==> config.mk <==
export PLATFORM = sky130hd
export DESIGN_NAME = piece_stamp_writer
export DESIGN_NICKNAME = d
export VERILOG_FILES = /design/src/rtl/piece_stamp_writer.sv
export SDC_FILE = /design/constraint.sdc
export NUM_CORES = 1
export LEC_CHECK = 0
export ABC_CLOCK_PERIOD_IN_PS = 7000
export CORE_ASPECT_RATIO = 1.75
export CORE_MARGIN = 10
export CORE_UTILIZATION = 50
export DETAILED_ROUTE_END_ITERATION = 10
export PLACE_DENSITY = 0.77
export SETUP_SLACK_MARGIN = 0.3
export SYNTH_ARGS = -nofsm -noshare
export SYNTH_HDL_FRONTEND = slang
export SYNTH_SLANG_ARGS = --single-unit
==> constraint.sdc <==
create_clock -name clk -period 7 [get_ports clk]
set_clock_uncertainty 0.05 [all_clocks]
set_input_delay 0.7 -clock clk [delete_from_list [all_inputs] [get_ports clk]]
set_output_delay 0.7 -clock clk [all_outputs]
set_load 0.01 [all_outputs]
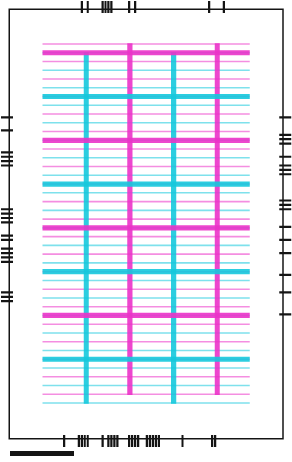
Fig. 1. PDN straps and rails (run 1).
The bar under the picture is 20 microns long. Pins as bars on the die edge.
legend:
  magenta:
    net: VDD
  cyan:
    net: VSS
signal pins: 68
met1 rails: 42
met4 straps: 4
die height: 133 microns
Die X-Extent: 84.6 microns
core area: 7180 sq um
peak supply drop: 0.176 mV

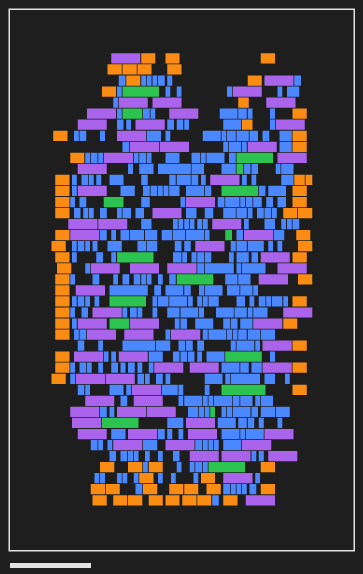
Fig. 2. Placed cells, one color a class (run 1).
The bar under the picture is 20 microns long.
legend:
  blue:
    class: remaining logic cells
    cells: 356
  green:
    class: clock drivers and dummy loads
    cells: 16
  purple:
    class: sequential cells
    cells: 71
  orange:
    class: remaining buffers and delay cells
    cells: 70
Finished Cell Area: 4640 sq um
Seq/total area: 30.6%
Core Util, Final: 64.7%
cell row count: 41

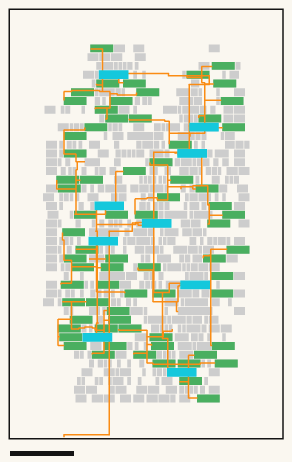
Fig. 3. Clock distribution (run 1).
The bar under the picture is 20 microns long.
legend:
  orange:
    item: clock wires
    length: 914 microns
  green:
    item: flip-flops
    count: 71
  cyan:
    item: clock-net drivers
    count: 9
routed clock nets: 10
Clock group: 0.467 mW
clk latency late pin: 0.34 ns
clock power share: 33.7%

==> results.py, run 1 <==
# Physical implementation metrics
metrics = {
    "finish": {
        "drive_gt1_share_pct": 5.85,
        "antenna_cells": 0,
        "syn_to_final_growth_pct": 27.4,
        "fillers": 610,
        "largest_reg_flops": 36,
    },
    "clocking": {
        "cts.sinks": 71,
        "ctsHtreeMaxLevel": 3,
        "cts_made_buffers": 9,
        "postCtsHoldBufs": 0,
        "cts-root-buf": "clkbuf_16",
        "clk_pin_slew_worst_paths_ns": 0.05,
        "cts_tree": "done",
    },
    "min_path": {
        "hold_class": "flop to flop",
    },
    "die": {
        "fp_util_pct": 50.8,
        "dieArea_sq_um": 11200,
    },
    "synthesis": {
        "yosys_warnings": 0,
        "simple_gate_share_pct": 18.8,
        "yosysSeqAreaShare_pct": 39.0,
        "synthTopCellsByArea": "dfxtp_1 (39%), nand2_1 (11%), ha_1 (8.2%), a21oi_1 (7.8%), mux2i_1 (4.7%)",
        "top_logic_kind": "simple AND/OR/NAND/NOR gates",
        "mux_area_share_pct": 6.62,
        "ys_ff": 71,
    },
    "final_timing": {
        "slew_headroom_pct": 53.9,
        "min_period_ns": 3.70,
        "rsz0062_at_grt": "no",
        "whs_ns": 0.402,
        "setup_viol": 0,
    },
    "drt": {
        "ant_nets": 0,
        "wl_per_cell_microns": 15.2,
        "wl_microns": 9080,
        "drt_drc_violations_left": 0,
    },
    "power_and_ir_drop": {
        "power_mw": 1.38,
        "p_leak_nw": 1.75,
        "internal_power_mw": 0.933,
    },
    "critical_path": {
        "start_kind": "flop",
        "critPathMaxFanout": 18,
        "critPathKind": "flop to flop",
        "max_stage_delay_ns": 0.76,
        "arrival_ns": 3.85,
        "worstSetupEndpointType": "flop",
        "cp.depth": 12,
    },
    "status": {
        "status": "completed",
    },
    "placement": {
        "place_inst": 583,
    },
    "global_routing": {
        "grt_pass1_wl_microns": 14900,
    },
    "run": {
        "drv_cap": 0,
    },
}
[run 1: metrics by stage]
step	setup slack, ns	cell area [sq um]
finish	3.30	4640
CTS	3.31	4640
detailed placement	3.33	4330
global route	3.01	4640
global placement	3.48	4330
floorplan	3.83	3650
[run 1: tightest hold or removal path, stage by stage, from the launching register on]
cell     delay [ns]
dfxtp_1        0.30
nand2_1        0.05
a21oi_1        0.05
[run 1: area by class of cell]
type	instances	area, sq um	share of cell area (%)
repair buffers	70	688	14.8
flip-flops and latches	71	1420	30.6
inverters	35	131	2.83
clock buffers	13	270	5.82
well taps	86	108	2.32
multi-input cells	321	1990	42.8
clock inverters	3	40.0	0.862
[run 1: cells in the final DEF, fill, tap and decap left out, drive strengths merged, types with 2 or more instances in the layout]
cell type / synthesis / routed
o211ai: 2 / 2
a211oi: 5 / 5
buf: 5 / 4
nor2: 22 / 22
o311ai: 2 / 2
a211o: 2 / 2
nand2: 107 / 107
a21o: 3 / 3
a31oi: 2 / 2
o21ai: 16 / 16
nand4: 3 / 3
nor4: 3 / 3
clkdlybuf4s50: 0 / 66
mux2: 2 / 2
clkbuf: 17 / 13
or2b: 2 / 2
clkinv: 0 / 2
nor2b: 2 / 2
a22oi: 2 / 2
xor2: 4 / 4
inv: 35 / 35
o22ai: 5 / 5
nor3: 2 / 2
ha: 24 / 24
mux4: 2 / 2
xnor2: 3 / 3
mux2i: 17 / 17
dfxtp: 71 / 71
fa: 2 / 2
a21oi: 58 / 58
nand3: 10 / 10
[run 1: power by group through the flow]
stage	combinational [mW]	clock (mW)	sequential, mW
after floorplan	0.316	0	0.484
after global placement	0.402	0	0.500
after detailed placement	0.418	0	0.503
after CTS	0.423	0.474	0.495
after global routing	0.474	0.492	0.502
final	0.423	0.467	0.495
[run 1: cell usage after synthesis (2+ instances only)]
library cell and number:
nand2_1 107, mux2_2 2, buf_2 2, ha_1 24, a31oi_1 2, or2b_1 2
nor4_1 2, nand3_1 10, clkbuf_1 17, mux2i_1 17, a21o_2 2, a22oi_1 2
buf_6 3, fa_1 2, inv_1 34, xnor2_1 3, nor2_1 22, o311ai_0 2
o21ai_0 15, a211oi_1 5, dfxtp_1 71, a211o_1 2, o22ai_1 5, o211ai_1 2
nor2b_1 2, a21oi_1 57, nand4_1 3, xor2_1 4, nor3_1 2
[run 1: per-layer routing]
metal | GRT usage, % | wire (microns) | vias up
met4 | 10.9 | 378 | 0
met3 | 3.38 | 393 | 28
met5 | 0 | 0 | -
li1 | - | - | 1644
met1 | 15.2 | 3350 | 1528
met2 | 29.5 | 4950 | 96
[run 1: kinds of logic after synthesis]
kind of cell,Yosys count
xor gates and xnor gates,7
DFF,71
muxes,21
and+or+nand+nor,160
buffers and inverters,57
AOI/OAI and AO/OA,107
adders and majority gates,26
==> inputs of run 2 (changes only) <==
--- a/config.mk
+++ b/config.mk
@@ -5,7 +5,7 @@
 export SDC_FILE = /design/constraint.sdc
 export NUM_CORES = 1
 export LEC_CHECK = 0
-export ABC_CLOCK_PERIOD_IN_PS = 7000
+export ABC_CLOCK_PERIOD_IN_PS = 3500
 export CORE_ASPECT_RATIO = 1.75
 export CORE_MARGIN = 10
 export CORE_UTILIZATION = 50
==> constraint.sdc (replaced) <==
create_clock -name clk -period 3.5 [get_ports clk]
set_clock_uncertainty 0.05 [all_clocks]
set_input_delay 0.35 -clock clk [delete_from_list [all_inputs] [get_ports clk]]
set_output_delay 0.35 -clock clk [all_outputs]
set_load 0.01 [all_outputs]
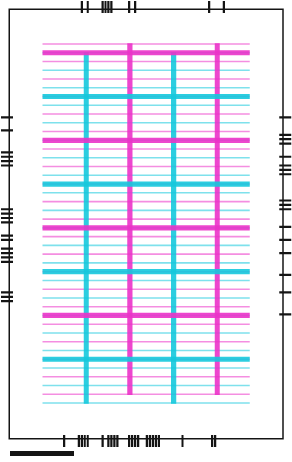
Fig. 4. PDN straps and rails (run 2).
The bar under the picture is 20 microns long. Pins as bars on the die edge.
legend:
  magenta:
    net: VDD
  cyan:
    net: VSS
met1 rails: 42
rows: 41
signal pins: 68
peak supply drop: 0.320 mV

==> run 2 against run 1 <==
Maximum frequency is 20% higher. Sequential cell count stayed put. Count of clock-buffer cells in the layout is 3 lower. Sequential share of layout area is 0.78 points lower. Utilization is 1.9 points higher. First-iteration DRC count is 5.1% lower. Combinational power is 120% higher. Sequential power is 95% higher. Critical path type unchanged.
==> results.py, run 2 <==
# Physical implementation metrics
metrics = {
    "finish": {
        "drive_gt1_share_pct": 9.75,
        "largest_reg_flops": 36,
        "mostFrequentLayoutCells": "nand2_1 (107), dfxtp_1 (69), clkdlybuf4s50_1 (66), a21oi_1 (57), inv_1 (32)",
        "syn_to_final_growth_pct": 31.2,
        "antenna_cells": 0,
    },
    "final_timing": {
        "whs_ns": 0.404,
        "slew_headroom_pct": 50.9,
        "rsz0062_at_grt": "no",
    },
    "synthesis": {
        "synthTopCellsByArea": "dfxtp_1 (39%), nand2_1 (11%), ha_1 (8.2%), a21oi_1 (7.8%), mux2i_1 (4.7%)",
        "yosysMostFrequentCell": "nand2_1",
        "yosysSeqAreaShare_pct": 39.0,
        "ys_ff": 71,
    },
    "power_and_ir_drop": {
        "p_leak_nw": 1.82,
    },
    "critical_path": {
        "worstSetupEndpointType": "flop",
        "cp.depth": 12,
    },
    "drt": {
        "wl_per_cell_microns": 15.4,
        "ant_nets": 0,
    },
    "clocking": {
        "clk_pin_slew_worst_paths_ns": 0.05,
        "cts_made_buffers": 9,
        "cts-root-buf": "clkbuf_16",
    },
    "die": {
        "core_sq_um": 7180,
        "dieArea_sq_um": 11200,
        "die_height_microns": 133,
        "fp_util_pct": 50.8,
    },
    "min_path": {
        "hold_class": "flop to flop",
    },
    "status": {
        "status": "completed",
    },
    "run": {
        "drv_cap": 0,
    },
}
==> run 2: cell type report <==
type                       instances  area (sq um)  area share [%]
tap                               86           108            2.25
sequential                        71          1430            29.8
inverter                          35           134            2.80
clock buffer                      10           239            5.00
clock inverter                     6          83.8            1.75
timing repair buffer              80           764            16.0
multi-input combinational        321          2030            42.4
==> run 2: per-stage QoR <==
| step | utilization (%) | cell area, sq um | std cells | worst slack [ns] | power (mW) |
|---|---|---|---|---|---|
| global route | 66.6 | 4780 | 609 | 0.302 | 3.04 |
| floorplan | - | 3650 | 449 | 0.333 | 1.60 |
| CTS | 65.5 | 4710 | 605 | 0.337 | 2.85 |
| global placement | 60.9 | 4370 | 588 | 0.218 | 1.82 |
| finish | 66.6 | 4780 | 609 | 0.418 | 2.87 |
| detailed placement | 60.9 | 4370 | 588 | 0.117 | 1.85 |
==> run 2: cells by family after synthesis <==
| group | count (synthesis) | synth area share [%] |
|---|---|---|
| multiplexers | 21 | 6.62 |
| AND/OR/NAND/NOR | 160 | 18.8 |
| AND-OR/OR-AND | 107 | 18.1 |
| buffers and inverters | 57 | 6.55 |
| flip-flops | 71 | 39.0 |
| XOR/XNOR | 7 | 1.68 |
| adder cells (fa/ha/maj) | 26 | 9.33 |
==> run 2: what timing repair did <==
item                                    CTS  global route
endpoints found under the setup margin   10            17
hold buffers                              0             0
pin swaps                                 3             0
buffers inserted                          1             3
gates resized                             2            12
gates cloned                              0             1
==> run 2: report_power, final <==
group / total [mW] / leakage (nW) / switching [mW] / internal [mW]
logic: 0.932 / 1.07 / 0.546 / 0.385
clock network: 0.977 / 0.162 / 0.337 / 0.640
registers: 0.965 / 0.581 / 0.0567 / 0.908
total: 2.87 / 1.82 / 0.940 / 1.93
==> run 2: layer usage <==
layer  part of all wire, %  track usage (%)
met2                    54             30.6
met5                     0                0
met3                   4.3             4.43
met1                    37             14.3
met4                   4.0             10.1
==> run 2: worst reg2reg max path, stage by stage, from the launching register on <==
cell and delay (ns):
dfxtp_4 0.37, inv_4 0.05, ha_4 0.25, inv_1 0.04, ha_2 0.19, fa_2 0.34
and3b_1 0.20, o31a_1 0.27, nor4_4 0.18, o211ai_1 0.17, a22o_1 0.27, or4_1 0.49
o211a_1 0.12
No activity file was given, so power comes from the tool's default toggle rates.
